[src/rtl/readout_pkg.sv]
// rtl/readout_pkg.sv - shared readout types, default widths and the reference quantizer
package readout_pkg;

    localparam int DEF_N_SAMPLES = 16;
    localparam int DEF_SAMPLE_W  = 16;
    localparam int DEF_SHIFT     = 8;
    localparam int DEF_Q_BITS    = 2;

    typedef logic signed [DEF_Q_BITS-1:0] quant_t;

    typedef enum logic [1:0] {
        BANK_EMPTY   = 2'd0,
        BANK_FILLING = 2'd1,
        BANK_FULL    = 2'd2
    } bank_state_t;

    localparam logic signed [DEF_SAMPLE_W-1:0] Q_MAX_S = DEF_SAMPLE_W'((1 <<< (DEF_Q_BITS-1)) - 1);
    localparam logic signed [DEF_SAMPLE_W-1:0] Q_MIN_S = DEF_SAMPLE_W'(-(1 <<< (DEF_Q_BITS-1)));

    // Same arithmetic as readout_quantizer at the default widths; exported to the software model.
    function automatic quant_t quantize(input logic signed [DEF_SAMPLE_W-1:0] sample,
                                        input int unsigned shift);
        logic signed [DEF_SAMPLE_W-1:0] v;
        v = sample >>> shift;
        if (v > Q_MAX_S)
            return Q_MAX_S[DEF_Q_BITS-1:0];
        else if (v < Q_MIN_S)
            return Q_MIN_S[DEF_Q_BITS-1:0];
        else
            return v[DEF_Q_BITS-1:0];
    endfunction

endpackage

[src/rtl/readout_quantizer.sv]
// rtl/readout_quantizer.sv - arithmetic shift then saturating clamp of one signed sample
module readout_quantizer
    import readout_pkg::*;
#(
    parameter int SAMPLE_W = DEF_SAMPLE_W,
    parameter int Q_BITS   = DEF_Q_BITS,
    parameter int SHIFT    = DEF_SHIFT
) (
    input  logic [SAMPLE_W-1:0] sample,
    output logic [Q_BITS-1:0]   quant
);

    localparam logic signed [SAMPLE_W-1:0] QMAX = SAMPLE_W'((1 <<< (Q_BITS-1)) - 1);
    localparam logic signed [SAMPLE_W-1:0] QMIN = SAMPLE_W'(-(1 <<< (Q_BITS-1)));

    logic signed [SAMPLE_W-1:0] shifted;

    // Truncating shift: rounds toward minus infinity, never to nearest.
    assign shifted = $signed(sample) >>> SHIFT;

    always_comb begin
        quant = shifted[Q_BITS-1:0];
        if (shifted > QMAX)
            quant = QMAX[Q_BITS-1:0];
        else if (shifted < QMIN)
            quant = QMIN[Q_BITS-1:0];
    end

endmodule

[src/rtl/layer0_input_framer.sv]
// rtl/layer0_input_framer.sv - ping-pong framer packing quantized I/Q shots into layer0 feature vectors
module layer0_input_framer
    import readout_pkg::*;
#(
    parameter int N_SAMPLES = DEF_N_SAMPLES,
    parameter int SAMPLE_W  = DEF_SAMPLE_W,
    parameter int SHIFT     = DEF_SHIFT,
    parameter int Q_BITS    = DEF_Q_BITS,
    localparam int OUT_W    = 2*N_SAMPLES*Q_BITS
) (
    input  logic                clk,
    input  logic                rst_n,
    input  logic                s_valid,
    output logic                s_ready,
    input  logic [SAMPLE_W-1:0] s_i,
    input  logic [SAMPLE_W-1:0] s_q,
    input  logic                s_last,
    output logic                m_valid,
    input  logic                m_ready,
    output logic [OUT_W-1:0]    m_data,
    output logic                m_err
);

    localparam int IDX_W  = $clog2(N_SAMPLES+1);
    localparam int BEAT_W = 2*Q_BITS;

    logic [Q_BITS-1:0] q_i;
    logic [Q_BITS-1:0] q_q;

    readout_quantizer #(
        .SAMPLE_W (SAMPLE_W),
        .Q_BITS   (Q_BITS),
        .SHIFT    (SHIFT)
    ) u_quant_i (
        .sample (s_i),
        .quant  (q_i)
    );

    readout_quantizer #(
        .SAMPLE_W (SAMPLE_W),
        .Q_BITS   (Q_BITS),
        .SHIFT    (SHIFT)
    ) u_quant_q (
        .sample (s_q),
        .quant  (q_q)
    );

    bank_state_t              bank_state      [2];
    bank_state_t              bank_state_next [2];
    logic [1:0][OUT_W-1:0]    bank_data;
    logic [1:0]               bank_err;
    logic                     fill_sel;
    logic                     out_sel;
    logic [IDX_W-1:0]         wr_idx;
    logic                     beat;
    logic                     done;
    logic                     handshake;

    assign s_ready   = (bank_state[fill_sel] != BANK_FULL);
    assign beat      = s_valid & s_ready;
    assign done      = beat & s_last;

    // Outputs are pure selects of bank registers, so no input can reach them within a cycle.
    assign m_valid   = (bank_state[out_sel] == BANK_FULL);
    assign m_data    = bank_data[out_sel];
    assign m_err     = bank_err[out_sel];
    assign handshake = m_valid & m_ready;

    // The fill bank is never FULL while accepting, so release and fill never hit the same bank.
    always_comb begin
        for (int b = 0; b < 2; b++) begin
            bank_state_next[b] = bank_state[b];
            if (handshake && out_sel == 1'(b))
                bank_state_next[b] = BANK_EMPTY;
            if (beat && fill_sel == 1'(b))
                bank_state_next[b] = s_last ? BANK_FULL : BANK_FILLING;
        end
    end

    always_ff @(posedge clk) begin
        if (!rst_n) begin
            bank_state[0] <= BANK_EMPTY;
            bank_state[1] <= BANK_EMPTY;
        end else begin
            bank_state[0] <= bank_state_next[0];
            bank_state[1] <= bank_state_next[1];
        end
    end

    always_ff @(posedge clk) begin
        if (!rst_n) begin
            bank_data <= '0;
            bank_err  <= '0;
            fill_sel  <= 1'b0;
            out_sel   <= 1'b0;
            wr_idx    <= '0;
        end else begin
            if (handshake)
                out_sel <= ~out_sel;

            // wr_idx saturates at N_SAMPLES, marking overflow beats that are accepted and dropped.
            if (done) begin
                fill_sel           <= ~fill_sel;
                wr_idx             <= '0;
                bank_err[fill_sel] <= (wr_idx != IDX_W'(N_SAMPLES-1));
            end else if (beat && wr_idx != IDX_W'(N_SAMPLES)) begin
                wr_idx <= wr_idx + 1'b1;
            end

            // The first beat of a shot also clears the rest of the bank, so short shots read as zero.
            if (beat) begin
                for (int n = 0; n < N_SAMPLES; n++) begin
                    if (wr_idx == IDX_W'(n))
                        bank_data[fill_sel][n*BEAT_W +: BEAT_W] <= {q_q, q_i};
                    else if (wr_idx == '0)
                        bank_data[fill_sel][n*BEAT_W +: BEAT_W] <= '0;
                end
            end
        end
    end

endmodule

[config.mk]
export PLATFORM = sky130hd
export DESIGN_NAME = layer0_input_framer
export DESIGN_NICKNAME = d
export VERILOG_FILES = /design/src/rtl/readout_pkg.sv /design/src/rtl/readout_quantizer.sv /design/src/rtl/layer0_input_framer.sv
export SDC_FILE = /design/constraint.sdc
export NUM_CORES = 1
export LEC_CHECK = 0
export CAP_MARGIN = 20
export CORE_MARGIN = 2
export CORE_UTILIZATION = 40
export DETAILED_ROUTE_END_ITERATION = 16
export PLACE_DENSITY = 0.63
export SETUP_SLACK_MARGIN = 0.15
export SYNTH_ARGS = -nofsm -noshare
export SYNTH_HDL_FRONTEND = slang
export SYNTH_HIERARCHICAL = 1
export SYNTH_SLANG_ARGS = --single-unit
[constraint.sdc]
create_clock -name clk -period 2.9 [get_ports clk]
set_input_delay 0.58 -clock clk [delete_from_list [all_inputs] [get_ports clk]]
set_output_delay 0.58 -clock clk [all_outputs]
set_load 0.05 [all_outputs]
==> out/summary.json <==
{
  "fp.dieArea_mm2": 0.0172,
  "layout.clock.cell_area_share_pct": 7.41,
  "timing.fmax_ghz": 0.372,
  "n_all_inverters": 11,
  "power-per-cell-area_mw_per_mm2": 602,
  "ant_nets": 0,
  "slowest_stage": "clkdlybuf4s50_1",
  "total_design_power_mw": 4.96,
  "totalNegativeSetupSlack_ps": 0,
  "tap_cells": 216,
  "firstDrtPassIters": 5,
  "power.leakage_nw": 3.54,
  "post_synth_main_area_contributors": "dfxtp_1, mux2_2, o22ai_1, nand2_1, a32o_1",
  "m1WireLength_mm": 7.99,
  "min_period_over_period_pct": 92.7,
  "worst_slew_pin_slew_ps": 754,
  "share_of_flip_flops_with_an_asynchronous_set_or_reset_pct": 0,
  "grt_first_pass_wirelength_mm": 29.0,
  "post-synth-top-count-cell": "dfxtp_1",
  "fp.coreArea_mm2": 0.0159,
  "setup-violations-final": 0,
  "hold-path-endpoint": "bank_data[55]",
  "warnings": 47,
  "dr_wl_met2_mm": 8.93,
  "outcome": "complete, no violations",
  "clk_path_buf_depth": 2,
  "fin_worst_hold_slack_ps": 452,
  "non_clock_buffer_area_share_pct": 13.3,
  "grt_usage_pct": 20.9,
  "clock.latency.late_pin_ps": 420,
  "design.final.nets": 836,
  "final-seq-area_mm2": 0.00290,
  "drt_iter0_drc": 440,
  "top_area_cell_class": "combinational gates",
  "reg2reg_setup_slack_ps": 560,
  "place.gp.congestion": 0.795,
  "drcViolationCount": 0,
  "synth-area-yosys_mm2": 0.00648,
  "crit_family": "buffers and inverters",
  "start_kind": "flip-flop",
  "worst-path-stages": 3,
  "postSynthSeqShare_pct": 44.8
}
worst reg2reg max path: cells and delay by family (launching register included):
family	cells	cell delay [ps]
AOI/OAI and AO/OA	2	780
and+or+nand+nor	2	550
adders and majority gates	1	430
DFF	1	350
buffers and inverters	1	100
registers in the layout, summed over array words and instances (netlist names), named ones only:
register	flops
bank_state	4
out_sel	1
bank_data	128
fill_sel	1
wr_idx	5
bank_err	2
report_power, final:
part           leakage [nW]  internal (mW)  switching (mW)
clock network         0.298           1.46           0.818
registers              1.16           2.00          0.0282
logic                  2.07          0.228           0.424
through the flow:
step,util [%],instance area [µm²]
global placement,47.7,7580
finish,51.9,8240
detailed placement,47.7,7580
floorplan,-,6480
global route,51.9,8240
CTS,51.5,8190
placed cells by master (no fill, tap or decap), drive strengths merged, types with 4 or more instances in the layout:
master	count
dfxtp	139
nand2	120
o22ai	85
buf	74
mux2	65
nand3	42
dlymetal6s2s	21
clkbuf	21
nor2	20
a32o	20
clkdlybuf4s50	20
o21ai	18
mux2i	16
nor3	16
inv	12
and2	10
nor2b	10
ha	9
and3	7
dlygate4sd2	7
nand4	5
nor4	5
a21oi	4
a31oi	4
o21a	4
a21boi	4
edfxtp	4
bufinv	4
clkinv	4
cells by family (layout without fill, tap and decap cells):
family	after synthesis	in the layout	share of synthesized area (%)
fa+ha+maj	9	9	1.74
mux	81	81	13.8
xor+xnor	3	3	0.405
compound gates	147	147	15.6
buf+inv	63	163	4.01
simple gates	255	255	19.7
flops	143	143	44.8
repair_timing:
| action | 4_1_cts | 5_1_grt |
|---|---|---|
| setup endpoints to repair | 7 | 21 |
| hold endpoints to repair | 0 | 0 |
| buffers inserted | 0 | 0 |
| resized | 7 | 21 |
| cloned | 0 | 0 |
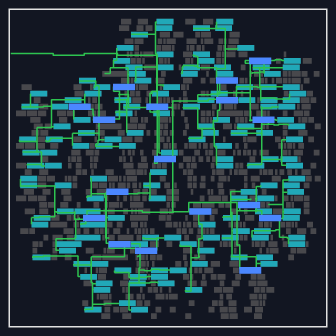
clock_map.png
blue -> cells driving clock nets  # count 17
cyan -> flip-flops  # count 143
green -> clock wires  # length 1700 µm
routed clock nets = 18
flops lie = all over the die
post-route clock skew: 6.38 ps
Clock net power: 2.28 mW
clock power share: 45.9%

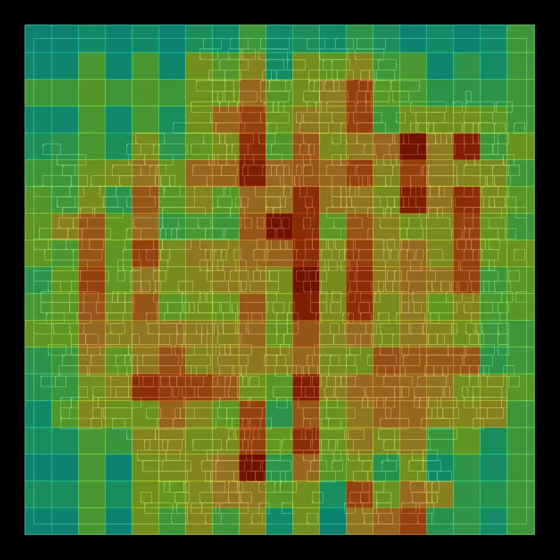
final_congestion.png
met3 Resource Use GR: 4.71%
post-route core utilization: 51.9%
highest-utilization routing layer at the global route stage: met2
met2 Usage GRT: 34.7%
met1 Use GR: 26.8%

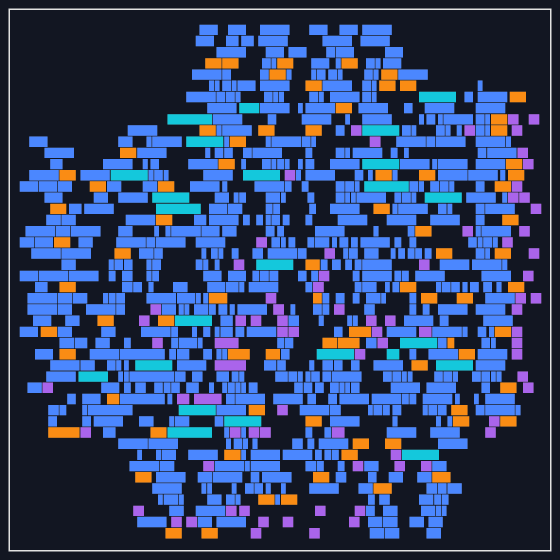
drive_strength.png
cyan -> drive 6 and up  # cells 24, share 3.0%
orange -> drive 2  # cells 78, share 9.7%
purple -> drive 3 to 4  # cells 79, share 9.9%
blue -> drive 1 or less  # cells 620, share 77%
crit path setup slack, layout: 211 ps
Syn-to-layout area delta: 27.1%
bufs w/o clock: 122
design area: 0.00824 mm²

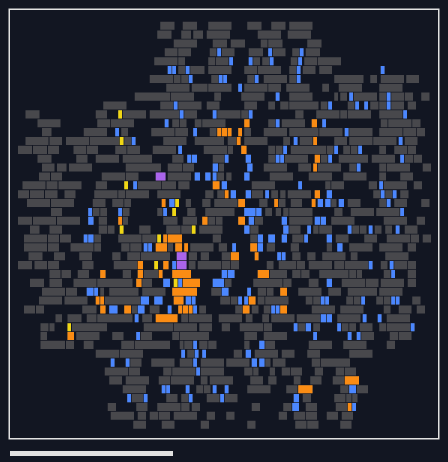
gate_families.png
Scale bar: 50 µm.
yellow -> inverters  # cells 11, most used inv_1
orange -> NOR gates  # cells 56, most used nor2_1
blue -> NAND gates  # cells 173, most used nand2_1
purple -> XOR/XNOR gates  # cells 3, most used xnor2_1
most frequent logic cell in the layout: dfxtp_1
logic share of the area: 40.3%
Finished Layout Cells: 1017

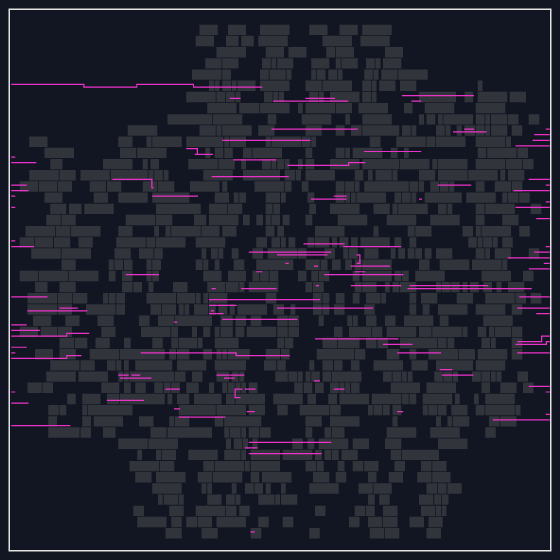
met3.png
longest straight run = 29.9 µm
main direction = horizontal
nets with wire on the layer = 87
total vias in the final route: 5702
wire length after detailed routing: 18.2 mm

Power is estimated from default activity; no workload was simulated.
